### config.mk
export PLATFORM = sky130hd
export DESIGN_NAME = buffered_input_port
export DESIGN_NICKNAME = d
export VERILOG_FILES = /design/src/rtl/buffered_input_port.sv
export SDC_FILE = /design/constraint.sdc
export NUM_CORES = 1
export LEC_CHECK = 0
export ABC_AREA = 1
export CAP_MARGIN = 20
export CORE_ASPECT_RATIO = 0.8
export CORE_MARGIN = 2
export CORE_UTILIZATION = 41
export DETAILED_ROUTE_END_ITERATION = 7
export PLACE_DENSITY = 0.66
export SYNTH_ARGS = -nofsm -noshare
export SYNTH_HDL_FRONTEND = slang
export SYNTH_SLANG_ARGS = --single-unit
export TNS_END_PERCENT = 1
### constraint.sdc
create_clock -name clk -period 3.61 [get_ports clk]
set_input_delay 1.083 -clock clk [delete_from_list [all_inputs] [get_ports clk]]
set_output_delay 1.083 -clock clk [all_outputs]
set_load 0.01 [all_outputs]
### src/rtl/buffered_input_port.sv
// Wormhole router input port: flit FIFO, X-then-Y route computation and per-packet route lock.
// Optional statistics counters are enabled with `define BUFFERED_INPUT_PORT_STATS_EN.
module buffered_input_port #(
    parameter int FLIT_W = 32,
    parameter int ADDR_W = 4,
    parameter int DEPTH  = 4
) (
    input  logic              clk,
    input  logic              reset_n,
    input  logic [FLIT_W-1:0] in_flit,
    input  logic              in_valid,
    output logic              in_ready,
    input  logic [ADDR_W-1:0] router_x,
    input  logic [ADDR_W-1:0] router_y,
    input  logic              port_block,
    output logic [FLIT_W-1:0] out_flit,
    output logic [4:0]        out_valid,
    input  logic [4:0]        out_ready,
    output logic              err_drop,
    output logic [15:0]       flit_count,
    output logic [15:0]       drop_count
);
    localparam int PTR_W = (DEPTH > 1) ? $clog2(DEPTH) : 1;
    localparam int CNT_W = PTR_W + 1;

    localparam logic [0:0] S_IDLE   = 1'b0;
    localparam logic [0:0] S_ACTIVE = 1'b1;

    localparam logic [2:0] P_LOCAL = 3'd0;
    localparam logic [2:0] P_NORTH = 3'd1;
    localparam logic [2:0] P_EAST  = 3'd2;
    localparam logic [2:0] P_SOUTH = 3'd3;
    localparam logic [2:0] P_WEST  = 3'd4;

    logic [FLIT_W-1:0] mem_q [DEPTH];
    logic [PTR_W-1:0]  wr_ptr_q, rd_ptr_q;
    logic [CNT_W-1:0]  cnt_q, cnt_d;
    logic [0:0]        state_q, state_d;
    logic [2:0]        route_q, route_d, calc_route;

    logic              empty, push, pop, drop_pop, fwd_pop;
    logic [FLIT_W-1:0] head_flit;
    logic [1:0]        head_type;
    logic [ADDR_W-1:0] dest_x, dest_y;

    assign head_flit = mem_q[rd_ptr_q];
    assign head_type = head_flit[FLIT_W-1 -: 2];
    assign dest_x    = head_flit[FLIT_W-3 -: ADDR_W];
    assign dest_y    = head_flit[FLIT_W-3-ADDR_W -: ADDR_W];

    assign empty    = (cnt_q == '0);
    assign in_ready = (cnt_q != CNT_W'(DEPTH));
    assign push     = in_valid && in_ready;
    assign pop      = drop_pop || fwd_pop;
    assign out_flit = head_flit;
    assign err_drop = drop_pop;

    always_comb begin
        calc_route = P_LOCAL;
        if (dest_x > router_x)      calc_route = P_EAST;
        else if (dest_x < router_x) calc_route = P_WEST;
        else if (dest_y > router_y) calc_route = P_NORTH;
        else if (dest_y < router_y) calc_route = P_SOUTH;
    end

    // Bit 0 of the type marks packet starts (head/single), bit 1 packet ends (tail/single).
    always_comb begin
        state_d   = state_q;
        route_d   = route_q;
        out_valid = '0;
        drop_pop  = 1'b0;
        fwd_pop   = 1'b0;
        case (state_q)
            S_IDLE: begin
                if (!empty) begin
                    if (head_type[0]) begin
                        route_d = calc_route;
                        state_d = S_ACTIVE;
                    end else begin
                        drop_pop = 1'b1;
                    end
                end
            end
            default: begin
                if (!empty && !port_block) begin
                    out_valid = 5'(5'b00001 << route_q);
                    fwd_pop   = |(out_valid & out_ready);
                    if (fwd_pop && head_type[1]) state_d = S_IDLE;
                end
            end
        endcase
    end

    always_comb begin
        cnt_d = cnt_q;
        if (push && !pop)      cnt_d = cnt_q + CNT_W'(1);
        else if (!push && pop) cnt_d = cnt_q - CNT_W'(1);
    end

    always_ff @(posedge clk) begin
        if (push) mem_q[wr_ptr_q] <= in_flit;
    end

    always_ff @(posedge clk or negedge reset_n) begin
        if (!reset_n) begin
            wr_ptr_q <= '0;
            rd_ptr_q <= '0;
            cnt_q    <= '0;
            state_q  <= S_IDLE;
            route_q  <= P_LOCAL;
        end else begin
            if (push) wr_ptr_q <= wr_ptr_q + PTR_W'(1);
            if (pop)  rd_ptr_q <= rd_ptr_q + PTR_W'(1);
            cnt_q   <= cnt_d;
            state_q <= state_d;
            route_q <= route_d;
        end
    end

`ifdef BUFFERED_INPUT_PORT_STATS_EN
    logic [15:0] flit_cnt_q, drop_cnt_q;

    always_ff @(posedge clk or negedge reset_n) begin
        if (!reset_n) begin
            flit_cnt_q <= '0;
            drop_cnt_q <= '0;
        end else begin
            if (fwd_pop && flit_cnt_q != 16'hFFFF)  flit_cnt_q <= flit_cnt_q + 16'd1;
            if (drop_pop && drop_cnt_q != 16'hFFFF) drop_cnt_q <= drop_cnt_q + 16'd1;
        end
    end

    assign flit_count = flit_cnt_q;
    assign drop_count = drop_cnt_q;
`else
    assign flit_count = '0;
    assign drop_count = '0;
`endif

    logic unused_dirs;
    assign unused_dirs = ^{P_NORTH, P_SOUTH};

endmodule

==> impl_metrics.py <==
# Flow results
metrics = {
    "run_status": {
        "status": "finished, final reports clean",
    },
    "floorplan": {
        "dieArea_mm2": 0.01540,
    },
    "global_routing": {
        "met3_usage_pct": 3.871,
        "globalRouteOverflowTotal": 0,
    },
    "worst_setup_path": {
        "critical-path-top-delay-family": "buffers and inverters",
        "start_kind": "flop",
    },
    "clocking": {
        "ctsHtreeMaxLevel": 4,
        "clock_sinks": 139,
        "hold_buffers": 0,
    },
    "yosys": {
        "ys_dominant_reg_cell": "edfxtp_1",
        "async_reset_ff_share_pct": 7.914,
        "ys_ff": 139,
        "ys_seq_share_pct": 69.70,
    },
    "route": {
        "drc": 0,
        "vias": 3861,
    },
    "sta": {
        "max_slew.worst_pin.slew_ps": 515.0,
        "hold_viol": 0,
        "fmax_mhz": 292.3,
    },
    "final_layout": {
        "num_antenna_cells": 0,
        "layout_top_cell": "edfxtp_1",
        "comb_area_mm2": 0.001475,
    },
    "power": {
        "p_int_mw": 4.282,
    },
    "placed_design": {
        "dp_slack_ps": -100.5,
    },
}
power by group through the flow:
stage | clock [mW] | sequential (mW) | combinational (mW)
final | 1.74 | 2.26 | 2.50
after CTS | 1.76 | 2.26 | 2.55
after detailed placement | 0 | 2.29 | 2.54
after global routing | 1.82 | 2.29 | 2.77
after global placement | 0 | 2.28 | 2.47
after floorplan | 0 | 2.28 | 1.40
tightest hold or removal path, stage by stage (launching register included):
cell and delay (ps):
dfrtp_1 390, nand2_1 70, nand2_1 50
how the worst max path moves through the flow:
stage | endpoint | cells past startpoint | slack [ps]
global placement | out_valid[0] | 5 | -50
finish | out_flit[5] | 6 | 190
CTS | out_flit[26] | 5 | 150
floorplan | mem_q[0][0]$_DFFE_PP_ | 2 | 610
detailed placement | out_valid[2] | 5 | -100
global route | out_valid[2] | 5 | 50
cell families (layout without fill, tap and decap cells):
family,after synthesis,after routing,share of synthesized area [%]
AOI/OAI and AO/OA,100,100,9.253
xor gates and xnor gates,4,4,0.5930
adders and majority gates,14,14,3.091
buffers and inverters,85,167,7.813
DFF,139,139,69.70
other,1,32,0.06346
and+or+nand+nor,128,128,9.486
layout make-up:
| type | instances | share of cell area [%] |
|---|---|---|
| Multi-Input combinational cell | 278 | 19.43 |
| Sequential cell | 139 | 54.28 |
| Clock buffer | 19 | 5.703 |
| Tap cell | 184 | 3.033 |
| Timing Repair Buffer | 102 | 13.70 |
| Inverter | 33 | 1.632 |
| Clock inverter | 13 | 2.225 |
flip-flops by register name, summed over array words and instances (netlist names):
register / cells
mem_q: 128
cnt_q: 3
state_q: 1
route_q: 3
wr_ptr_q: 2
rd_ptr_q: 2
**Cells colored by class**

(3 px per µm) Fill, decap, tap and diode cells in gray.
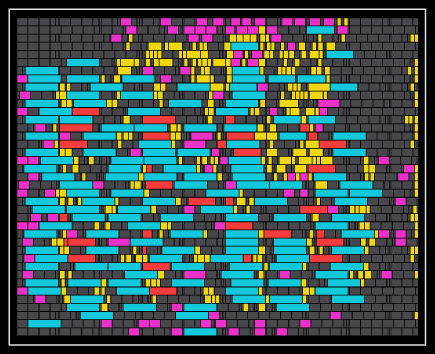
Yellow shows all other logic, cells 311, share of their area 22%. Magenta shows other buffers and delay cells, cells 102, share of their area 14%. Cyan shows flip-flops, cells 139, share of their area 56%. Red shows clock drivers and dummy loads, cells 32, share of their area 8.2%.
design area: 0.007591 mm²
# rows: 39

**Nets reached from selected ports**

(3 px per µm)
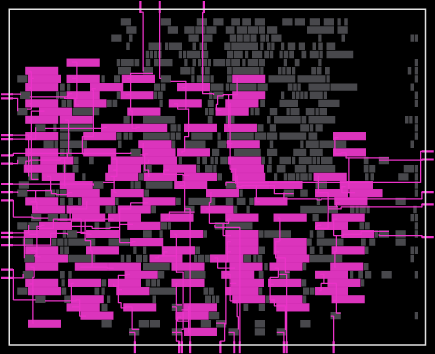
Magenta shows in_flit, bits 32, direction input, end cells 128, buffers 32, wire 1,710 µm.
port bufs: 87
I/O Pins: 120

**Clock nets**

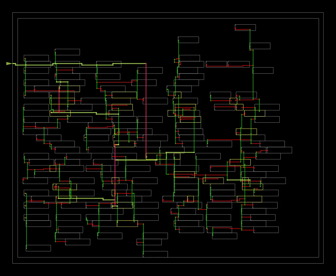
Clock Power: 1.74 mW
Latency at later pin: 410 ps
CTS buffer count: 17

No activity file was given, so power comes from the tool's default toggle rates.
